===== config.mk =====
export PLATFORM = sky130hd
export DESIGN_NAME = game_ctrl
export DESIGN_NICKNAME = d
export VERILOG_FILES = /design/src/rtl/game_pkg.sv /design/src/rtl/btn_sync.sv /design/src/rtl/game_ctrl.sv
export SDC_FILE = /design/constraint.sdc
export NUM_CORES = 1
export LEC_CHECK = 0
export ABC_AREA = 1
export CORE_UTILIZATION = 40
export CTS_BUF_LIST = sky130_fd_sc_hd__clkbuf_2 sky130_fd_sc_hd__clkbuf_4 sky130_fd_sc_hd__clkbuf_8
export DETAILED_ROUTE_END_ITERATION = 8
export HOLD_SLACK_MARGIN = 0.03
export PLACE_DENSITY = 0.59
export SYNTH_ARGS = -nofsm -noshare
export SYNTH_HDL_FRONTEND = slang
export SYNTH_HIERARCHICAL = 1
export SYNTH_SLANG_ARGS = --single-unit

===== constraint.sdc =====
create_clock -name iVGA_CLK -period 2.4 [get_ports iVGA_CLK]
set_clock_uncertainty 0.1 [all_clocks]
set_input_delay 0.48 -clock iVGA_CLK [delete_from_list [all_inputs] [get_ports iVGA_CLK]]
set_output_delay 0.48 -clock iVGA_CLK [all_outputs]
set_load 0.02 [all_outputs]

===== src/rtl/game_pkg.sv =====
// game_pkg: shared definitions for the racing-game sequencer.
//   - state_t : FSM state encoding, also exported on game_state
//   - GP_*    : default values for the game_ctrl parameters
package game_pkg;

  localparam int ST_W = 3;

  typedef enum logic [ST_W-1:0] {
    ST_IDLE      = 3'd0,
    ST_COUNTDOWN = 3'd1,
    ST_RUNNING   = 3'd2,
    ST_PAUSED    = 3'd3,
    ST_CRASH     = 3'd4,
    ST_OVER      = 3'd5
  } state_t;

  localparam int GP_STEP_DIV        = 834;
  localparam int GP_COUNTDOWN_STEPS = 90;
  localparam int GP_CRASH_STEPS     = 60;
  localparam int GP_LEVEL_STEPS     = 1024;
  localparam int GP_VEL_INIT        = 2;
  localparam int GP_VEL_MAX         = 8;
  localparam int GP_LIVES_INIT      = 3;

endpackage


===== src/rtl/btn_sync.sv =====
// btn_sync: 2-FF synchronizer for a raw asynchronous button followed by a
// registered rising-edge detector. A held button yields one pulse; the
// button must be released before another pulse can occur.
// Ports:
//   iVGA_CLK  in  clock
//   iRST      in  asynchronous active-high reset
//   i_btn     in  raw button level
//   o_ev      out one-cycle pulse, 3 edges after the first sampling edge
module btn_sync (
  input  logic iVGA_CLK,
  input  logic iRST,
  input  logic i_btn,
  output logic o_ev
);

  logic r_meta, r_sync, r_prev, r_ev;

  always_ff @(posedge iVGA_CLK or posedge iRST) begin
    if (iRST) begin
      r_meta <= 1'b0;
      r_sync <= 1'b0;
      r_prev <= 1'b0;
      r_ev   <= 1'b0;
    end else begin
      r_meta <= i_btn;
      r_sync <= r_meta;
      r_prev <= r_sync;
      r_ev   <= r_sync & ~r_prev;
    end
  end

  assign o_ev = r_ev;

endmodule


===== src/rtl/game_ctrl.sv =====
// game_ctrl: game-flow sequencer. Owns the IDLE/COUNTDOWN/RUNNING/PAUSED/
// CRASH/OVER state machine, the step timebase, score, level and lives, and
// drives the obstacle datapath (reset_game, move_tick, obs_vel).
// Build option: GAME_LIVES_EN enables the lives register and respawn from
// CRASH; otherwise lives is tied to 1 and CRASH always ends the game.
// Ports:
//   iVGA_CLK    in   clock (only clock)
//   iRST        in   asynchronous active-high reset
//   start_btn   in   raw start button
//   pause_btn   in   raw pause button
//   collision   in   collision level, synchronous
//   reset_game  out  1-cycle pulse on every COUNTDOWN entry from start/respawn
//   move_tick   out  1-cycle pulse per RUNNING step
//   obs_vel     out  obstacle velocity, pixels per step
//   score       out  steps survived, saturating
//   lives       out  remaining lives
//   game_state  out  current state encoding
module game_ctrl
  import game_pkg::*;
#(
  parameter int STEP_DIV        = GP_STEP_DIV,
  parameter int COUNTDOWN_STEPS = GP_COUNTDOWN_STEPS,
  parameter int CRASH_STEPS     = GP_CRASH_STEPS,
  parameter int LEVEL_STEPS     = GP_LEVEL_STEPS,
  parameter int VEL_INIT        = GP_VEL_INIT,
  parameter int VEL_MAX         = GP_VEL_MAX,
  parameter int LIVES_INIT      = GP_LIVES_INIT
) (
  input  logic            iVGA_CLK,
  input  logic            iRST,
  input  logic            start_btn,
  input  logic            pause_btn,
  input  logic            collision,
  output logic            reset_game,
  output logic            move_tick,
  output logic [3:0]      obs_vel,
  output logic [15:0]     score,
  output logic [1:0]      lives,
  output logic [ST_W-1:0] game_state
);

  localparam int SW   = (STEP_DIV > 1) ? $clog2(STEP_DIV) : 1;
  localparam int DMAX = (COUNTDOWN_STEPS > CRASH_STEPS) ? COUNTDOWN_STEPS : CRASH_STEPS;
  localparam int DW   = $clog2(DMAX + 1);
  localparam int LW   = $clog2(LEVEL_STEPS + 1);

  localparam logic [SW-1:0] STEP_LAST = SW'(STEP_DIV - 1);
  localparam logic [DW-1:0] CD_LAST   = DW'(COUNTDOWN_STEPS - 1);
  localparam logic [DW-1:0] CR_LAST   = DW'(CRASH_STEPS - 1);
  localparam logic [LW-1:0] LVL_LAST  = LW'(LEVEL_STEPS - 1);
  localparam logic [3:0]    VI        = 4'(VEL_INIT);
  localparam logic [3:0]    VM        = 4'(VEL_MAX);
`ifdef GAME_LIVES_EN
  localparam logic [1:0]    LI        = 2'(LIVES_INIT);
`else
  localparam int unused_lives_init = LIVES_INIT;
`endif

  logic w_start_ev, w_pause_ev, w_step;

  btn_sync u_start (.iVGA_CLK(iVGA_CLK), .iRST(iRST), .i_btn(start_btn), .o_ev(w_start_ev));
  btn_sync u_pause (.iVGA_CLK(iVGA_CLK), .iRST(iRST), .i_btn(pause_btn), .o_ev(w_pause_ev));

  state_t          r_state, w_state_nx;
  logic [SW-1:0]   r_step_cnt, w_step_nx;
  logic [DW-1:0]   r_dwell, w_dwell_nx;
  logic [LW-1:0]   r_lvl, w_lvl_nx;
  logic [15:0]     r_score, w_score_nx;
  logic [3:0]      r_vel, w_vel_nx;
  logic            r_reset_game, w_rg_nx;
  logic            r_move_tick, w_mt_nx;
`ifdef GAME_LIVES_EN
  logic [1:0]      r_lives, w_lives_nx, w_lives_dec;
  assign w_lives_dec = r_lives - 2'd1;
`endif

  assign w_step = (r_step_cnt == STEP_LAST);

  always_comb begin
    w_state_nx = r_state;
    w_step_nx  = w_step ? '0 : r_step_cnt + 1'b1;
    w_dwell_nx = r_dwell;
    w_lvl_nx   = r_lvl;
    w_score_nx = r_score;
    w_vel_nx   = r_vel;
    w_rg_nx    = 1'b0;
    w_mt_nx    = 1'b0;
`ifdef GAME_LIVES_EN
    w_lives_nx = r_lives;
`endif
    case (r_state)
      ST_IDLE, ST_OVER: begin
        if (w_start_ev) begin
          w_state_nx = ST_COUNTDOWN;
          w_rg_nx    = 1'b1;
          w_score_nx = '0;
          w_vel_nx   = VI;
          w_lvl_nx   = '0;
          w_dwell_nx = '0;
          // Restart the step phase so dwell periods are whole step multiples.
          w_step_nx  = '0;
`ifdef GAME_LIVES_EN
          w_lives_nx = LI;
`endif
        end
      end
      ST_COUNTDOWN: begin
        if (w_step) begin
          if (r_dwell == CD_LAST) begin
            w_state_nx = ST_RUNNING;
            w_dwell_nx = '0;
          end else begin
            w_dwell_nx = r_dwell + 1'b1;
          end
        end
      end
      ST_RUNNING: begin
        // Collision beats both the step and a coincident pause event.
        if (collision) begin
          w_state_nx = ST_CRASH;
          w_dwell_nx = '0;
          w_step_nx  = '0;
        end else begin
          if (w_step) begin
            w_mt_nx    = 1'b1;
            w_score_nx = (r_score == 16'hFFFF) ? r_score : r_score + 16'd1;
            if (r_lvl == LVL_LAST) begin
              w_lvl_nx = '0;
              w_vel_nx = (r_vel >= VM) ? r_vel : r_vel + 4'd1;
            end else begin
              w_lvl_nx = r_lvl + 1'b1;
            end
          end
          if (w_pause_ev) w_state_nx = ST_PAUSED;
        end
      end
      ST_PAUSED: begin
        if (w_pause_ev) w_state_nx = ST_RUNNING;
      end
      ST_CRASH: begin
        if (w_step) begin
          if (r_dwell == CR_LAST) begin
            w_dwell_nx = '0;
`ifdef GAME_LIVES_EN
            w_lives_nx = w_lives_dec;
            if (w_lives_dec == 2'd0) begin
              w_state_nx = ST_OVER;
            end else begin
              w_state_nx = ST_COUNTDOWN;
              w_rg_nx    = 1'b1;
              w_step_nx  = '0;
            end
`else
            w_state_nx = ST_OVER;
`endif
          end else begin
            w_dwell_nx = r_dwell + 1'b1;
          end
        end
      end
      default: w_state_nx = ST_IDLE;
    endcase
  end

  always_ff @(posedge iVGA_CLK or posedge iRST) begin
    if (iRST) begin
      r_state      <= ST_IDLE;
      r_step_cnt   <= '0;
      r_dwell      <= '0;
      r_lvl        <= '0;
      r_score      <= '0;
      r_vel        <= VI;
      r_reset_game <= 1'b0;
      r_move_tick  <= 1'b0;
`ifdef GAME_LIVES_EN
      r_lives      <= LI;
`endif
    end else begin
      r_state      <= w_state_nx;
      r_step_cnt   <= w_step_nx;
      r_dwell      <= w_dwell_nx;
      r_lvl        <= w_lvl_nx;
      r_score      <= w_score_nx;
      r_vel        <= w_vel_nx;
      r_reset_game <= w_rg_nx;
      r_move_tick  <= w_mt_nx;
`ifdef GAME_LIVES_EN
      r_lives      <= w_lives_nx;
`endif
    end
  end

  assign reset_game = r_reset_game;
  assign move_tick  = r_move_tick;
  assign obs_vel    = r_vel;
  assign score      = r_score;
  assign game_state = r_state;
`ifdef GAME_LIVES_EN
  assign lives      = r_lives;
`else
  assign lives      = 2'd1;
`endif

endmodule


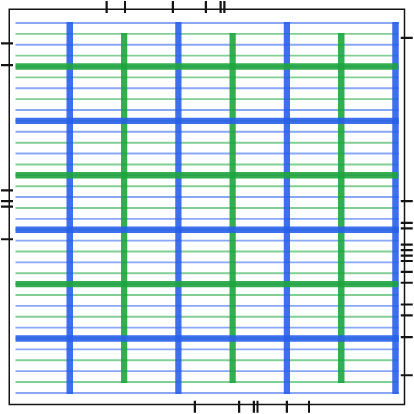
floorplan.png
(4 px per µm) Pins as bars on the die edge.
legend:
  blue:
    net: VSS
  green:
    net: VDD
rows: 34
met1 rails: 35
met4 straps: 7

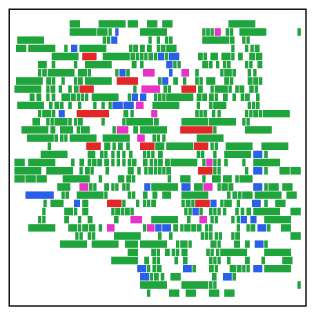
sizing.png
(3 px per µm)
legend:
  green:
    size: x1 and smaller
    cells: 482
  magenta:
    size: x3 and x4
    cells: 15
  blue:
    size: x2
    cells: 35
  red:
    size: x6 and larger
    cells: 12

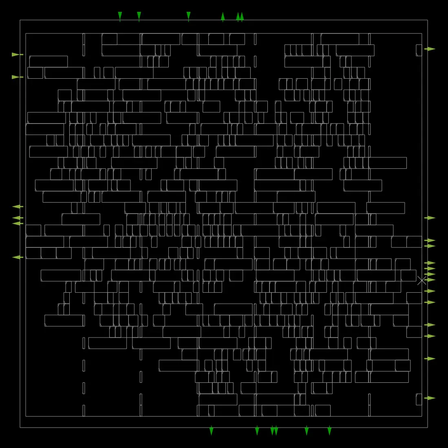
placed.png
placement row count: 34
fraction of area in registers: 35.4%

## routing by layer
| metal | up-vias | wire length, µm |
|---|---|---|
| li1 | 1671 | - |
| met1 | 1514 | 3890 |
| met2 | 50 | 3490 |
| met3 | 14 | 260 |
| met4 | 0 | 135 |
| met5 | - | 0 |
## kinds of logic after synthesis
family          share of synthesized area, %
simple gates                            38.1
buf+inv                                 9.01
flops                                   41.1
compound gates                          5.68
xor+xnor                                3.30
fa+ha+maj                               2.69
other cells                            0.202
## worst max path at each step
stage | cells after the start | slack (ns) | endpoint | startpoint
2_1_floorplan | 1 | 0.54 | game_state[0]$_DFFE_PP0P_ | iRST
3_3_place_gp | 7 | 0.30 | score[13]$_DFFE_PP0P_ | collision
3_5_place_dp | 7 | 0.26 | score[13]$_DFFE_PP0P_ | collision
4_1_cts | 1 | 0.22 | game_state[1] | game_state[1]$_DFFE_PP0P_
5_1_grt | 1 | 0.16 | game_state[1] | game_state[1]$_DFFE_PP0P_
6_report | 1 | 0.23 | game_state[1] | game_state[1]$_DFFE_PP0P_
## sequential cells by signal (all words and copies together), names as in the netlist, 3 cells and up
register and count:
score 16, r_lvl 11, r_step_cnt 10, r_dwell 7, obs_vel 4, game_state 3
## report_power, final
part | switching, mW | internal (mW) | leakage (nW)
Sequential | 0.157 | 1.16 | 0.821
Clock | 0.445 | 0.588 | 0.102
Combinational | 0.716 | 0.376 | 1.11
## cells in the final DEF, fill, tap and decap left out, types with 4 or more instances in the layout
master / n
a21oi_1: 4
clkbuf_8: 9
clkdlybuf4s50_1: 29
dfrtp_1: 60
ha_1: 8
inv_1: 58
nand2_1: 153
nand2_2: 4
nand3_1: 60
nand4_1: 16
nor2_1: 54
nor2_2: 8
nor3_1: 7
o21ai_0: 11
o21ai_2: 13
or2_2: 4
xnor2_1: 4
xor2_1: 10
==> flow_summary.html <==
<h2>Synthesis and place &amp; route</h2>
<table>
<tr><th>Metric</th><th>Value</th></tr>
<tr><th colspan="2">Worst setup path</th></tr>
<tr><td>Crit-path leading delay family</td><td>buffers and inverters</td></tr>
<tr><td>Register-to-register setup slack</td><td>0.41 ns</td></tr>
<tr><td>Arrival time at the worst endpoint</td><td>1.59 ns</td></tr>
<tr><th colspan="2">Routing</th></tr>
<tr><td>First-pass detailed-route iteration total</td><td>8</td></tr>
<tr><td>DR DRC count</td><td>1</td></tr>
<tr><th colspan="2">Timing</th></tr>
<tr><td>Setup total negative slack</td><td>0 ns</td></tr>
<tr><td>Pins over their slew limit</td><td>0</td></tr>
<tr><td>Transition time at the pin with the least slew margin</td><td>approximately 0.54 ns</td></tr>
<tr><td>Unrepaired setup endpoints after global routing</td><td>no</td></tr>
<tr><th colspan="2">Yosys</th></tr>
<tr><td>Seq/Total Area, Yosys</td><td>41.1%</td></tr>
<tr><td>Biggest area consumer among synthesized cells</td><td>dfrtp_1</td></tr>
<tr><td>Cell with the most instances after synthesis</td><td>nand2_1</td></tr>
<tr><td>Cell variety after synth</td><td>30</td></tr>
<tr><td>Net count after synthesis</td><td>518</td></tr>
<tr><td>Chip area from the yosys synthesis statistics</td><td>3720 µm²</td></tr>
<tr><td>Mean instance size in the synthesized netlist</td><td>7.37 µm²</td></tr>
<tr><td>Largest type area fraction</td><td>about two fifths</td></tr>
<tr><th colspan="2">Run status</th></tr>
<tr><td>Violated checks</td><td>DRC</td></tr>
<tr><td>Status</td><td>complete, but fails checks</td></tr>
<tr><th colspan="2">Layout</th></tr>
<tr><td>Final instance area</td><td>4320 µm²</td></tr>
<tr><td>Fill cell total of the finished layout</td><td>890</td></tr>
<tr><td>Number of diodes added for antenna fixing</td><td>0</td></tr>
<tr><td>Tally of non-filler cells in the final layout</td><td>652</td></tr>
<tr><td>Multi-input combinational cell count</td><td>between 300 and 400</td></tr>
<tr><td>Area added between synthesis and finish</td><td>16.1%</td></tr>
<tr><th colspan="2">Clock tree</th></tr>
<tr><td>Number of post-CTS setup repair buffers</td><td>0</td></tr>
<tr><td>Root buffer cell</td><td>clkbuf_8</td></tr>
<tr><td>TritonCTS clock tree</td><td>built</td></tr>
<tr><td>Clock latency reported for the late side of the worst-skew pair</td><td>0.34 ns</td></tr>
<tr><th colspan="2">Floorplanning</th></tr>
<tr><td>Die outline width</td><td>98.5 µm</td></tr>
<tr><td>Area of the core</td><td>8850 µm²</td></tr>
<tr><th colspan="2">Power</th></tr>
<tr><td>Leak pwr</td><td>2.03 nW</td></tr>
<tr><th colspan="2">Hold path</th></tr>
<tr><td>Hold path depth</td><td>0</td></tr>
</table>
Power is estimated from default activity; no workload was simulated.
